### Signal wires on met1, run 1

Scale bar: 20 µm.
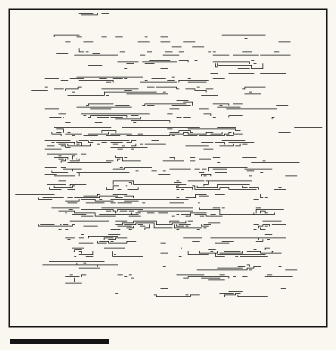
### Met2 routing, run 1

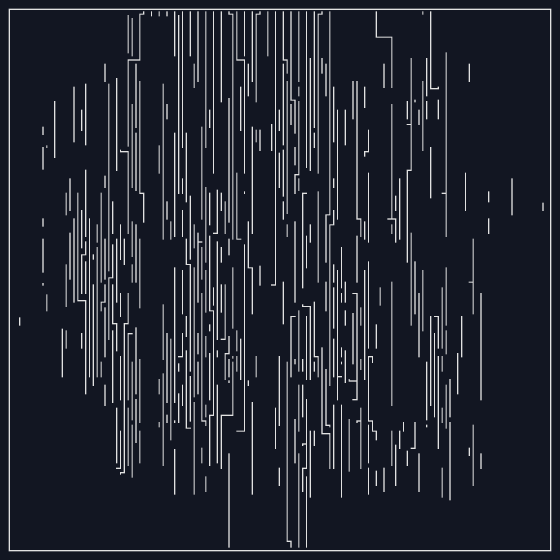
### Met3 routing, run 1

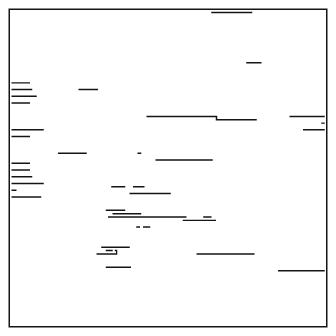
`src/rtl/display_pkg.sv`:
```
// Shared types and helpers for the multiplexed display scanner.
// Holds the scan state enum, index-width function and blank patterns.
package display_pkg;

  typedef enum logic {
    ST_BLANK = 1'b0,
    ST_DRIVE = 1'b1
  } scan_state_t;

  localparam logic [15:0] ALL_LOW  = 16'h0000;
  localparam logic [15:0] ALL_HIGH = 16'hFFFF;

  function automatic int clog2w(input int n);
    int w;
    w = 1;
    while ((1 << w) < n) w++;
    return w;
  endfunction

endpackage

```
`src/rtl/digit_sel_next.sv`:
```
// Rotating priority search: first enabled digit at or above start,
// wrapping modulo N. Purely combinational.
module digit_sel_next
  import display_pkg::*;
#(
  parameter int N  = 4,
  parameter int IW = 2
) (
  input  logic [N-1:0]  en,
  input  logic [IW-1:0] start,
  output logic [IW-1:0] nxt,
  output logic          found
);

  int j;
  logic [IW-1:0] jj;

  always_comb begin
    nxt   = start;
    found = 1'b0;
    j     = 0;
    jj    = '0;
    for (int k = 0; k < N; k++) begin
      j = int'(start) + k;
      if (j >= N) j = j - N;
      jj = IW'(j);
      if (!found && en[jj]) begin
        nxt   = jj;
        found = 1'b1;
      end
    end
  end

endmodule

```
`src/rtl/display_scan.sv`:
```
// Multiplexed display scanner: BLANK/DRIVE FSM with one dwell counter.
// Optional PWM dimming with DISPLAY_SCAN_BRIGHTNESS_EN (adds bright).
module display_scan
  import display_pkg::*;
#(
  parameter int NUM_DIGITS       = 4,
  parameter int SEG_W            = 7,
  parameter int DWELL_CYCLES     = 1024,
  parameter int BLANK_CYCLES     = 16,
  parameter int ANODE_ACTIVE_LOW = 0,
  parameter int SEG_ACTIVE_LOW   = 0
) (
  input  logic                        clk,
  input  logic                        rst_n,
`ifdef DISPLAY_SCAN_BRIGHTNESS_EN
  input  logic [3:0]                  bright,
`endif
  input  logic [NUM_DIGITS*SEG_W-1:0] disp,
  input  logic [NUM_DIGITS-1:0]       digit_en,
  output logic [SEG_W-1:0]            seg,
  output logic [NUM_DIGITS-1:0]       anode,
  output logic [clog2w(NUM_DIGITS)-1:0] digit_idx,
  output logic                        frame_tick
);

  localparam int IW   = clog2w(NUM_DIGITS);
  localparam int MAXC = (DWELL_CYCLES > BLANK_CYCLES) ?
                        DWELL_CYCLES : BLANK_CYCLES;
  localparam int CW   = (clog2w(MAXC) < 4) ? 4 : clog2w(MAXC);

  localparam logic [SEG_W-1:0] SEG_OFF =
    (SEG_ACTIVE_LOW != 0) ? ALL_HIGH[SEG_W-1:0] : ALL_LOW[SEG_W-1:0];
  localparam logic [NUM_DIGITS-1:0] ANODE_OFF =
    (ANODE_ACTIVE_LOW != 0) ? ALL_HIGH[NUM_DIGITS-1:0]
                            : ALL_LOW[NUM_DIGITS-1:0];

  localparam logic [CW-1:0] DWELL_LAST = CW'(DWELL_CYCLES - 1);
  localparam logic [CW-1:0] BLANK_LAST = CW'(BLANK_CYCLES - 1);
  localparam logic [IW-1:0] IDX_LAST   = IW'(NUM_DIGITS - 1);

  scan_state_t state, state_d;
  logic [CW-1:0] cnt, cnt_d;
  logic [IW-1:0] idx, idx_d, start, nxt;
  logic [SEG_W-1:0] lat, lat_d;
  logic [NUM_DIGITS-1:0] onehot_d;
  logic tick_d, found, lit_d;

  // BLANK end keeps the current digit if still enabled; DRIVE end moves on.
  always_comb begin
    start = idx;
    if (state == ST_DRIVE)
      start = (idx == IDX_LAST) ? '0 : idx + 1'b1;
  end

  digit_sel_next #(
    .N  (NUM_DIGITS),
    .IW (IW)
  ) u_sel (
    .en    (digit_en),
    .start (start),
    .nxt   (nxt),
    .found (found)
  );

  always_comb begin
    state_d = state;
    cnt_d   = cnt + 1'b1;
    idx_d   = idx;
    lat_d   = lat;
    tick_d  = 1'b0;
    unique case (state)
      ST_BLANK: begin
        if (cnt == BLANK_LAST) begin
          cnt_d = '0;
          if (found) begin
            state_d = ST_DRIVE;
            idx_d   = nxt;
            lat_d   = disp[nxt*SEG_W +: SEG_W];
          end
        end
      end
      ST_DRIVE: begin
        if (cnt == DWELL_LAST) begin
          cnt_d   = '0;
          state_d = ST_BLANK;
          if (found) idx_d = nxt;
          tick_d  = ((found ? nxt : idx) <= idx);
        end
      end
      default: state_d = ST_BLANK;
    endcase
  end

  always_comb begin
    onehot_d = NUM_DIGITS'(1) << idx_d;
`ifdef DISPLAY_SCAN_BRIGHTNESS_EN
    lit_d = (state_d == ST_DRIVE) && (cnt_d[3:0] <= bright);
`else
    lit_d = (state_d == ST_DRIVE);
`endif
  end

  always_ff @(posedge clk or negedge rst_n) begin
    if (!rst_n) begin
      state      <= ST_BLANK;
      cnt        <= '0;
      idx        <= '0;
      lat        <= '0;
      frame_tick <= 1'b0;
      anode      <= ANODE_OFF;
      seg        <= SEG_OFF;
    end else begin
      state      <= state_d;
      cnt        <= cnt_d;
      idx        <= idx_d;
      lat        <= lat_d;
      frame_tick <= tick_d;
      anode      <= lit_d ? (onehot_d ^ ANODE_OFF) : ANODE_OFF;
      seg        <= (state_d == ST_DRIVE) ? (lat_d ^ SEG_OFF) : SEG_OFF;
    end
  end

  assign digit_idx = idx;

endmodule
```
`config.mk`:
```
export PLATFORM = sky130hd
export DESIGN_NAME = display_scan
export DESIGN_NICKNAME = d
export VERILOG_FILES = /design/src/rtl/display_pkg.sv /design/src/rtl/digit_sel_next.sv /design/src/rtl/display_scan.sv
export SDC_FILE = /design/constraint.sdc
export NUM_CORES = 1
export LEC_CHECK = 0
export CAP_MARGIN = 15
export CORE_MARGIN = 3
export CORE_UTILIZATION = 51
export CTS_CLUSTER_DIAMETER = 100
export DETAILED_ROUTE_END_ITERATION = 8
export PLACE_DENSITY = 0.84
export SYNTH_ARGS = -nofsm -noshare
export SYNTH_HDL_FRONTEND = slang
export SYNTH_HIERARCHICAL = 1
export SYNTH_SLANG_ARGS = --single-unit
```
`constraint.sdc`:
```
create_clock -name clk -period 4.8 [get_ports clk]
set_input_delay 0.48 -clock clk [delete_from_list [all_inputs] [get_ports clk]]
set_output_delay 0.48 -clock clk [all_outputs]
set_load 0.005 [all_outputs]
```
==> ci_impl_report.md, run 1 <==
### Metrics collected by this job

| Metric | Value |
|---|---|
| Status | `completed` |
| Slew margin rel. | `0.351` |
| Crit path DRT | `5.02 ns` |
| Worst-Margin Slew | `0.974 ns` |
| Unique masters post-synth | `33` |
| Pre-Repair DR Iteration Count | `4` |
| Setup-failing EPs final | `0` |
| DRT iter0 DRCs | `85` |
| Met2 routed WL | `2.16 mm` |
| Pins Over Slew Limit | `0` |
| Layout Skew | `0.0125 ns` |
| Seq share, synth | `0.465` |
| Placement Setup Slack | `1.64 ns` |
| Leak | `1.02 nW` |
| Psw | `0.000167 W` |
| Routed vias/inst | `5.67` |
| M2 GR Usage | `0.379` |
| Tightest Hold Check Type | `reg2reg` |
| CP Class | `reg2reg` |
| R2r setup slk | `1.72 ns` |
| Worst r2r dst | `seg[0]` |
| Top layer in use | `met4` |
| Gate power share | `0.267` |
| Routed wl met3 | `198 µm` |
| Clock Latency Late Sink | `0.33 ns` |
| Gr usage total | `0.214` |
| Syn avg cell area | `11.0 µm²` |
| Die W | `64.1 µm` |
| Biggest register | `cnt` |
| Worst Path Arrival | `3.31 ns` |
| Post-route minimum period | `3.08 ns` |
| Worst path slowest cell | `a221oi_2` |
| Mapped cell area | `0.00172 mm²` |
| Overall Power | `0.000634 W` |
| Gpl congestion | `0.818` |
| Met1 Routed Length | `1.41 mm` |
| Synth flops | `32` |
| Tally of OpenROAD warnings | `26` |
| Final period util | `0.642` |
| Clock root cell | `clkbuf_4` |
| Ant diodes | `0` |
| Warnings, synthesis | `6` |
| Slowest stage delay, CP | `0.81 ns` |
| Filler cells | `230` |
| Seq pwr share | `0.480` |
| Switching share of power | `0.264` |
| Worst path depth | `9` |
| R2R depth | `9` |
| Worst hold stages | `1` |
| Combinational Power | `0.000170 W` |
| Synth Instances | `157` |
| Most numerous logic cells after layout | `clkdlybuf4s50_1 (47), dfrtp_1 (32), a21o_1 (15), nor2_1 (13), nand2_1 (10)` |
| Comb/total area | `0.377` |
| Core Box Area | `0.00313 mm²` |
| Share of cells above drive strength 1 | `0.116` |
| Seq cells | `32` |
| Post-route DRC | `0` |
| CP Launch Point | `digit_idx[0]` |
| Global-route wire length before repair | `6.59 mm` |
| CTS tree | `built` |
| Buffers, non-clock | `48` |
| Clk_buf instances | `6` |
| # H-tree levels | `2` |
| Final worst slack | `1.72 ns` |
| Yosys chip area | `0.00172 mm²` |
| HP Start | `lat[5]` |
| Biggest consumer | `registers` |
| CTS Buf Count | `5` |
| Final Hold Violation Tally | `0` |
| # rows | `20` |
| Pwr per Cell Area | `279 mW/mm²` |
| Clk cell area share | `0.0269` |
| Pin count of the biggest net entering global routing | `33` |
| FF+latch area | `801 µm²` |
| Floorplan Nets | `195` |
| Crit path max-delay family | `AND-OR/OR-AND gates` |
| Die Y | `64.1 µm` |
About 'Signal wires on met1':
longest straight run = 18.4 µm
nets with wire on the layer = 215
main direction = horizontal
share of all routed wire = 37%
wire length on this layer = 1410 µm

About 'Met2 routing':
share of all routed wire = 56%
main direction = vertical
wire length on this layer = 2160 µm

About 'Met3 routing':
main direction = horizontal
share of all routed wire = 5.1%
via count: 1422
GR Util met3: 0.0527
Routed Wire Length: 3.85 mm

[run 1: worst register-to-register path: stages (launching register included)]
cell      delay, ns
dfrtp_1        0.50
ha_1           0.25
nor2_1         0.07
mux2_2         0.18
nor2b_1        0.06
a21o_1         0.16
a221oi_2       0.81
mux4_2         0.60
nor2b_1        0.16
a21o_1         0.18
[run 1: cells by family after synthesis]
logic type | after synthesis | synth area share
XOR/XNOR | 8 | 0.0407
AND/OR/NAND/NOR | 58 | 0.185
flip-flops | 32 | 0.465
buffers and inverters | 12 | 0.0356
adder cells (fa/ha/maj) | 4 | 0.0291
AND-OR/OR-AND | 32 | 0.126
multiplexers | 11 | 0.118
[run 1: synth_stat cells]
cell / number / area, µm²
nor2b_1: 8 / 50.1
nand2_1: 10 / 37.5
or4_1: 2 / 15.0
dfrtp_1: 32 / 801
a221oi_2: 1 / 15.0
mux2_2: 4 / 45.0
and4_1: 1 / 8.76
buf_6: 2 / 22.5
clkbuf_1: 3 / 11.3
inv_1: 6 / 22.5
o21ai_0: 4 / 20.0
nand4b_1: 1 / 8.76
mux4_2: 7 / 158
xnor2_1: 6 / 52.6
nor4_1: 1 / 6.26
a21oi_1: 9 / 45.0
o21ba_1: 1 / 10.0
xor2_1: 2 / 17.5
and3_4: 2 / 22.5
buf_2: 1 / 5.00
and3_1: 3 / 18.8
nand3_1: 5 / 25.0
o211ai_1: 1 / 7.51
nand4_1: 3 / 18.8
a31oi_1: 1 / 6.26
or3_1: 1 / 6.26
a21o_1: 15 / 113
nand2b_1: 2 / 12.5
ha_1: 4 / 50.1
nor4_2: 1 / 12.5
nor3_1: 4 / 20.0
nor2_1: 13 / 48.8
nand3b_1: 1 / 7.51
### Congestion heat map, run 1

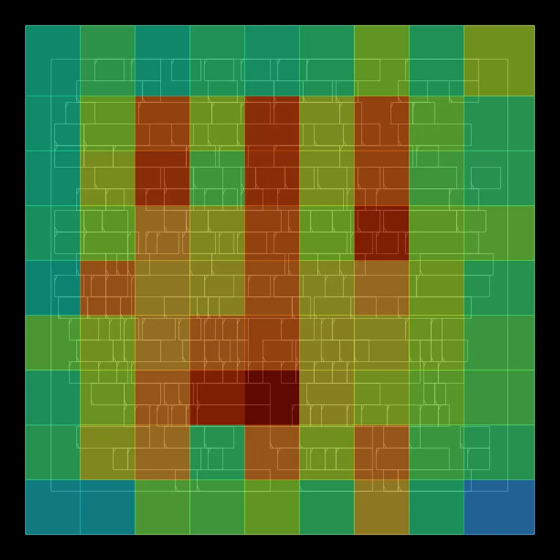

--- run 2 (diff from run 1) ---
- CORE_UTILIZATION: 51 -> 47
- PLACE_DENSITY: 0.84 -> 0.79
- clock period: 4.8 -> 3.15 ns (I/O delays scaled with it)
### Congestion heat map, run 2

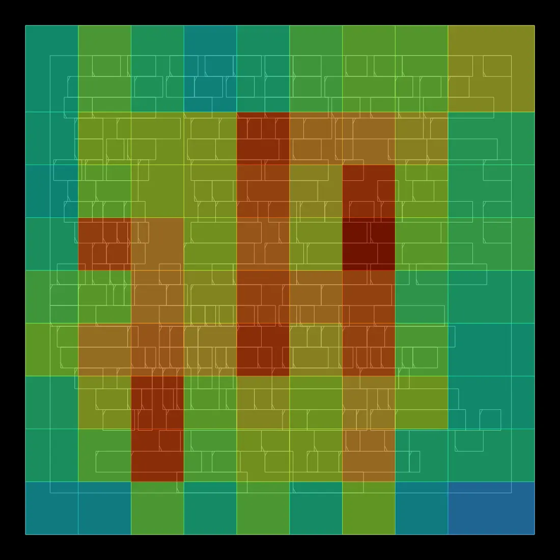
M2 GR Usage: 0.346
Final Util: 0.673
gr usage total: 0.195

==> ci_impl_report.md, run 2 <==
### Metrics collected by this job

| Metric | Value |
|---|---|
| Status | `completed` |
| Top layer in use | `met4` |
| Unique masters post-synth | `33` |
| Vias in the first global route | `1428` |
| Max-Cap Viols | `0` |
| RSZ-0062 raised after global routing | `no` |
| Clk pin slew, worst setup/hold paths | `0.07 ns` |
| Biggest regs | `cnt: 10 flops, lat: 7 flops, seg: 7 flops` |
| Crit path DRT | `3.35 ns` |
| Most common library cells after synthesis | `dfrtp_1 (32), a21o_1 (15), nor2_1 (13), nand2_1 (10), a21oi_1 (9)` |
| Pins Over Slew Limit | `0` |
| Gpl congestion | `0.935` |
| Share of cells above drive strength 1 | `0.120` |
| Number of port buffers | `47` |
| Adders+Majority by Area | `0.0291` |
| Routed wl met3 | `214 µm` |
| FF+latch area | `801 µm²` |
| Xor+xnor area frac | `0.0407` |
| Ant diodes | `0` |
| Die W | `66.5 µm` |
| Worst Path Arrival | `3.12 ns` |
| Leak | `1.04 nW` |
| Syn avg cell area | `11.0 µm²` |
| Area leader, netlist | `dfrtp_1` |
| Dpl cells | `246` |
| Simple share | `0.185` |
| Tally of OpenROAD warnings | `26` |
| Most numerous logic cells after layout | `clkdlybuf4s50_1 (47), dfrtp_1 (32), a21o_1 (15), nor2_1 (13), nand2_1 (10)` |
| Pre-Repair DR Iteration Count | `4` |
| Number of flip-flops in the largest register | `10` |
| Critical Path Fanout Max | `11` |
| Warnings, synthesis | `6` |
| Final period util | `0.927` |
| Met1 Routed Length | `1.49 mm` |
| Nets | `245` |
| CP Class | `reg2reg` |
| CTS Buf Count | `5` |
| Die Y | `66.5 µm` |
| Routed vias/inst | `5.65` |
| Layout Skew | `0.00552 ns` |
| Final Hold Violation Tally | `0` |
| Pwr per Cell Area | `453 mW/mm²` |
| Initial antenna violation count | `0` |
| Top-area cell share | `0.465` |
| DR WL/cell | `15.5 µm` |
| Yosys chip area | `0.00172 mm²` |
| Dpl hpwl | `3.07 mm` |
| Most frequent cell after synthesis | `dfrtp_1` |
| Chip area | `0.00442 mm²` |
| Main flop type | `dfrtp_1` |
| Synth flops | `32` |
| Worst vdd ir | `0.285 mV` |
| Grt peak-use layer | `met2` |
| Core Box Area | `0.00344 mm²` |
| Mapped cell area | `0.00172 mm²` |
| Number of enable flip-flop cells | `0` |
| # H-tree levels | `2` |
| Post-cts sizing count | `0` |
| Fmax | `342 MHz` |
| DRT iter0 DRCs | `106` |
| Area Overhead vs Synth | `34.7%` |
| Worst-Margin Slew | `0.780 ns` |
| Global-route wire length before repair | `6.49 mm` |
| Seq share, synth | `0.465` |
| I/O Pins | `48` |
| Nature of the critical path endpoint | `register` |
| Mux cell area share | `0.118` |
| Post-Layout Cell Count | `254` |
| Clock Tree Buf Depth | `2` |
| FP Util | `0.500` |
| Most numerous logic cell after layout | `clkdlybuf4s50_1` |
| Post CTS Setup Buffer Count | `0` |
| Global route overflow | `0` |
| CTS tree | `built` |
| Setup-failing EPs final | `0` |
| Pin count of the biggest net entering global routing | `33` |
| # Cells Yosys | `157` |
| Post-route DRC | `0` |
| Clock Latency Late Sink | `0.28 ns` |
| Top cells, area | `dfrtp_1 (47%), mux4_2 (9.2%), a21o_1 (6.5%), xnor2_1 (3.1%), ha_1 (2.9%)` |
| Met2 routed WL | `2.18 mm` |
| Largest logic family | `simple AND/OR/NAND/NOR gates` |
| Post-route minimum period | `2.92 ns` |
| Antenna-violating nets left | `0` |
| # rows | `21` |
| Filler cells | `282` |
| TritonCTS Sinks | `32` |
| CTS Hold Bufs | `0` |
| Slew margin rel. | `0.478` |
| Clock root cell | `clkbuf_8` |
| Tightest Hold Check Type | `in2async` |
| Post-route setup TNS | `0 ns` |
| Aoi share | `0.126` |
| MI comb area | `858 µm²` |
| Asr flop ratio synth | `1.00` |
| GR Util met3 | `0.0320` |
| Synth Instances | `157` |
| CP startpoint kind | `register` |
| Floorplan Nets | `195` |
| Biggest register | `cnt` |
### Signal wires on met1, run 2

Scale bar: 20 µm.
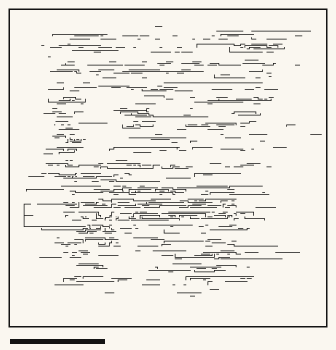
wire length on this layer = 1490 µm
longest straight run = 20.7 µm
via count: 1436
Routed Wire Length: 3.94 mm
met1 GRT Util: 0.237

run 2: stage by stage:
step	hold slack, ns	instance area, µm²	total power, W	util	worst slack (ns)
2_1_floorplan	0.0194	1720	0.000613	-	0.514
3_5_place_dp	0.469	2220	0.000739	0.646	0.282
3_3_place_gp	0.459	2220	0.000725	0.646	0.422
4_1_cts	0.446	2320	0.00106	0.673	0.271
5_1_grt	0.471	2320	0.00110	0.673	0.0483
6_report	0.429	2320	0.00105	0.673	0.229
run 2: final timing paths:
| check | start | end | slack, ns | depth (start not counted) |
|---|---|---|---|---|
| hold reg to reg | lat[1] | seg[1] | 0.48 | 1 |
| min in group clk | lat[1] | seg[1] | 0.48 | 1 |
| max in group asynchronous | rst_n | lat[5] | 2.43 | 2 |
| setup reg to reg | digit_idx[0] | frame_tick | 0.23 | 11 |
| hold / removal | rst_n | cnt[2] | 0.43 | 2 |
| setup / recovery | digit_idx[0] | frame_tick | 0.23 | 11 |
run 2: critical path, cell delays in order (launching register included):
cell      delay, ns
dfrtp_1        0.49
ha_1           0.33
nand2_1        0.06
o21ai_0        0.19
or3_1          0.42
nand4b_1       0.11
nand2_1        0.23
mux2_2         0.40
ha_1           0.31
a21oi_1        0.14
a21oi_1        0.05
nor2_1         0.11
run 2: where the power goes:
| part | leakage (nW) | switching, W | internal, W |
|---|---|---|---|
| registers | 0.396 | 0.0000199 | 0.000445 |
| logic | 0.594 | 0.000100 | 0.000164 |
| clock network | 0.0510 | 0.000145 | 0.000174 |
run 2: layout make-up:
cell class                      instances  share of cell area
Clock inverter                          2             0.00432
Timing Repair Buffer                   49               0.210
Sequential cell                        32               0.346
Tap cell                               46              0.0248
Clock buffer                            6              0.0356
Inverter                                6             0.00972
Multi-Input combinational cell        113               0.370
### Met3 routing, run 2

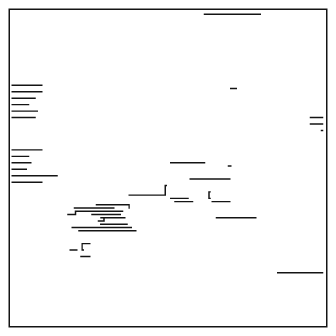

--- run 3 (diff from run 2) ---
- CORE_UTILIZATION: 47 -> 43
- PLACE_DENSITY: 0.79 -> 0.76
- SLEW_MARGIN: unset -> 20
- clock period: 3.15 -> 2.4 ns (I/O delays scaled with it)
### Met3 routing, run 3

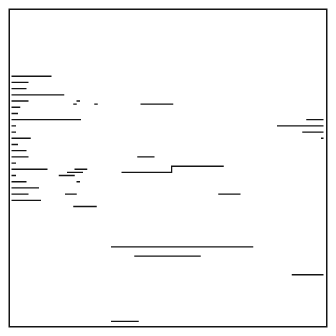
main direction = horizontal
longest straight run = 30.8 µm
share of all routed wire = 5.6%
wire length on this layer = 219 µm
nets with wire on the layer = 37

### Congestion heat map, run 3

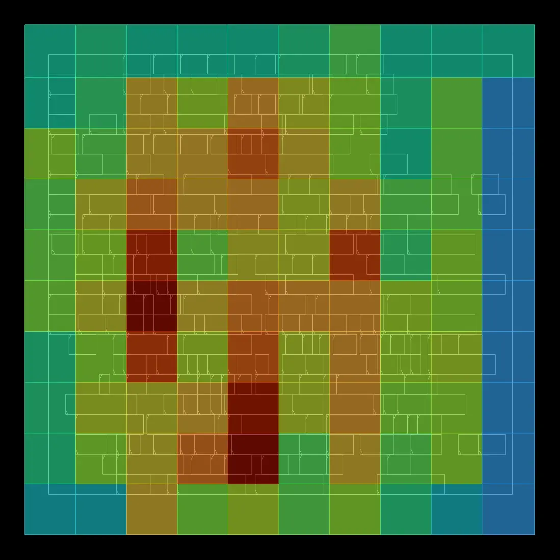
met1 GRT Util: 0.228
Final Util: 0.658
gr usage total: 0.177
M2 GR Usage: 0.281
grt peak-use layer: met2

==> ci_impl_report.md, run 3 <==
### Metrics collected by this job

| Metric | Value |
|---|---|
| Number of port buffers | `47` |
| Final worst slack | `-0.0961 ns` |
| Seq share, synth | `0.465` |
| Worst vdd ir | `0.258 mV` |
| Worst r2r dst | `seg[6]` |
| Yosys chip area | `0.00172 mm²` |
| Vias in the first global route | `1529` |
| Clk pin slew, worst setup/hold paths | `0.06 ns` |
| CP startpoint kind | `register` |
| Most common library cells after synthesis | `dfrtp_1 (32), a21o_1 (15), nor2_1 (13), nand2_1 (10), a21oi_1 (9)` |
| Area Overhead vs Synth | `44.3%` |
| Pwr per Cell Area | `578 mW/mm²` |
| Die W | `69.3 µm` |
| Syn avg cell area | `11.0 µm²` |
| Xor+xnor area frac | `0.0407` |
| Setup-failing EPs final | `15` |
| Post-route DRC | `0` |
| DR WL/cell | `14.8 µm` |
| Clock Latency Late Sink | `0.27 ns` |
| # rows | `22` |
| CP Class | `reg2reg` |
| TritonCTS Sinks | `32` |
| Number of flip-flops in the largest register | `10` |
| Routed vias/inst | `5.47` |
| Adders+Majority by Area | `0.0291` |
| Pre-Repair DR Iteration Count | `4` |
| CP cell instances | `ha_4 > nor2_4 > mux2_4 > nor2b_2 > a21o_1 > a221oi_2 > clkbuf_16 > mux4_2 > nor2b_4 > a21o_1` |
| RSZ-0062 raised after global routing | `yes` |
| Failing checks | `setup timing` |
| DRT iter0 DRCs | `92` |
| Gpl congestion | `0.868` |
| Mapped cell area | `0.00172 mm²` |
| Share of cells above drive strength 1 | `0.204` |
| FF-to-FF Start | `digit_idx[0]` |
| Most numerous logic cell after layout | `clkdlybuf4s50_1` |
| Nature of the critical path endpoint | `register` |
| Post CTS Setup Buffer Count | `0` |
| Floorplan Nets | `195` |
| Unique masters post-synth | `33` |
| Tally of OpenROAD warnings | `29` |
| # Cells Yosys | `157` |
| Status | `finished, violations left` |
| Simple share | `0.185` |
| Final Hold Violation Tally | `0` |
| Fmax | `401 MHz` |
| Tightest Hold Check Type | `in2async` |
| Most numerous logic cells after layout | `clkdlybuf4s50_1 (47), dfrtp_1 (31), a21o_1 (15), nor2_1 (11), nand2_1 (10)` |
| Clock Tree Buf Depth | `2` |
| Global route overflow | `0` |
| CTS tree | `built` |
| Worst path slowest cell | `mux4_2` |
| Most common cell on crit path | `a21o_1` |
| # H-tree levels | `2` |
| FP Util | `0.456` |
| Slew margin rel. | `0.717` |
| Crit path DRT | `2.56 ns` |
| Asr flop ratio synth | `1.00` |
| Pins Over Slew Limit | `0` |
| Synth Instances | `157` |
| Worst Path Arrival | `2.65 ns` |
| Main flop type | `dfrtp_1` |
| CTS Buf Count | `5` |
| Largest logic family | `simple AND/OR/NAND/NOR gates` |
| Initial antenna violation count | `0` |
| Number of enable flip-flop cells | `0` |
| Worst-Margin Slew | `0.425 ns` |
| Top cells, area | `dfrtp_1 (47%), mux4_2 (9.2%), a21o_1 (6.5%), xnor2_1 (3.1%), ha_1 (2.9%)` |
| Overall Power | `0.00144 W` |
| Core Box Area | `0.00377 mm²` |
| Leak | `1.11 nW` |
| Synth flops | `32` |
| Worst hold slack | `0.364 ns` |
| Mux cell area share | `0.118` |
| Ant diodes | `0` |
| Die Y | `69.3 µm` |
| I/O Pins | `48` |
| Critical Path Fanout Max | `8` |
| Top-area cell share | `0.465` |
| Clock root cell | `clkbuf_8` |
| Final period util | `1.04` |
| Max-Cap Viols | `0` |
| Slowest stage delay, CP | `0.51 ns` |
| Chip area | `0.00480 mm²` |
| Routed Wire Length | `3.90 mm` |
| Most frequent cell after synthesis | `dfrtp_1` |
| Biggest register | `cnt` |
| Antenna-violating nets left | `0` |
| R2r setup slk | `-0.1 ns` |
| Nets | `253` |
| R2R depth | `10` |
| Crit path max-delay family | `multiplexers` |
| Layout Skew | `0.00530 ns` |
| Worst Path Buf+Inv | `1` |
| Area leader, netlist | `dfrtp_1` |
| Dpl hpwl | `2.94 mm` |
| Biggest regs | `cnt: 10 flops, lat: 7 flops, seg: 7 flops` |
| Warnings, synthesis | `6` |
| Aoi share | `0.126` |
| Global-route wire length before repair | `6.96 mm` |
| Pin count of the biggest net entering global routing | `33` |
| Post-route minimum period | `2.50 ns` |
| Via count | `1445` |
run 3: cell counts after synthesis:
No cell type changed its count.
run 3: per-stage QoR:
stage           util  cell area (µm²)  instances  TNS (ns)  setup WS (ns)
2_1_floorplan      -             1750        157   -0.0230        -0.0230
3_3_place_gp   0.615             2320        256   -0.0467        -0.0134
3_5_place_dp   0.615             2320        256    -0.911        -0.0897
4_1_cts        0.650             2450        264    -0.916        -0.0851
5_1_grt        0.658             2480        264     -2.34         -0.170
6_report       0.658             2480        264     -1.09        -0.0961
run 3: area by class of cell:
| class | instances | area, µm² |
|---|---|---|
| Clock buffer | 8 | 90.1 |
| Fill cell | 286 | 1290 |
| Inverter | 6 | 22.5 |
| Multi-Input combinational cell | 113 | 941 |
| Sequential cell | 32 | 802 |
| Tap cell | 48 | 60.1 |
| Timing Repair Buffer | 57 | 567 |
run 3: metal layers:
layer	up-vias	routed length, µm	global-route usage
met2	54	1960	0.281
li1	684	-	-
met4	0	90	0.0824
met1	699	1630	0.228
met3	8	218	0.0420
met5	-	0	0
run 3: worst max-delay path by stage:
stage,startpoint,to,cells after the start
final,digit_idx[0],seg[6],10
after global routing,digit_idx[0],seg[6],10
after CTS,digit_idx[0],seg[6],10
after detailed placement,digit_idx[0],seg[6],10
after global placement,digit_idx[0],seg[1],10
after floorplan,digit_idx[0],frame_tick,12
run 3: what timing repair did:
item,4_1_cts,5_1_grt
setup endpoints to repair,15,16
hold buffers,0,0
resized,11,8
hold endpoints to repair,0,0
pin swaps,3,3
run 3: power breakdown:
group	switching, W	total [W]	internal, W
logic	0.000154	0.000416	0.000262
clock network	0.000180	0.000414	0.000234
registers	0.0000215	0.000607	0.000585
Power figures rest on the tool's default switching activity, not on a simulated workload.
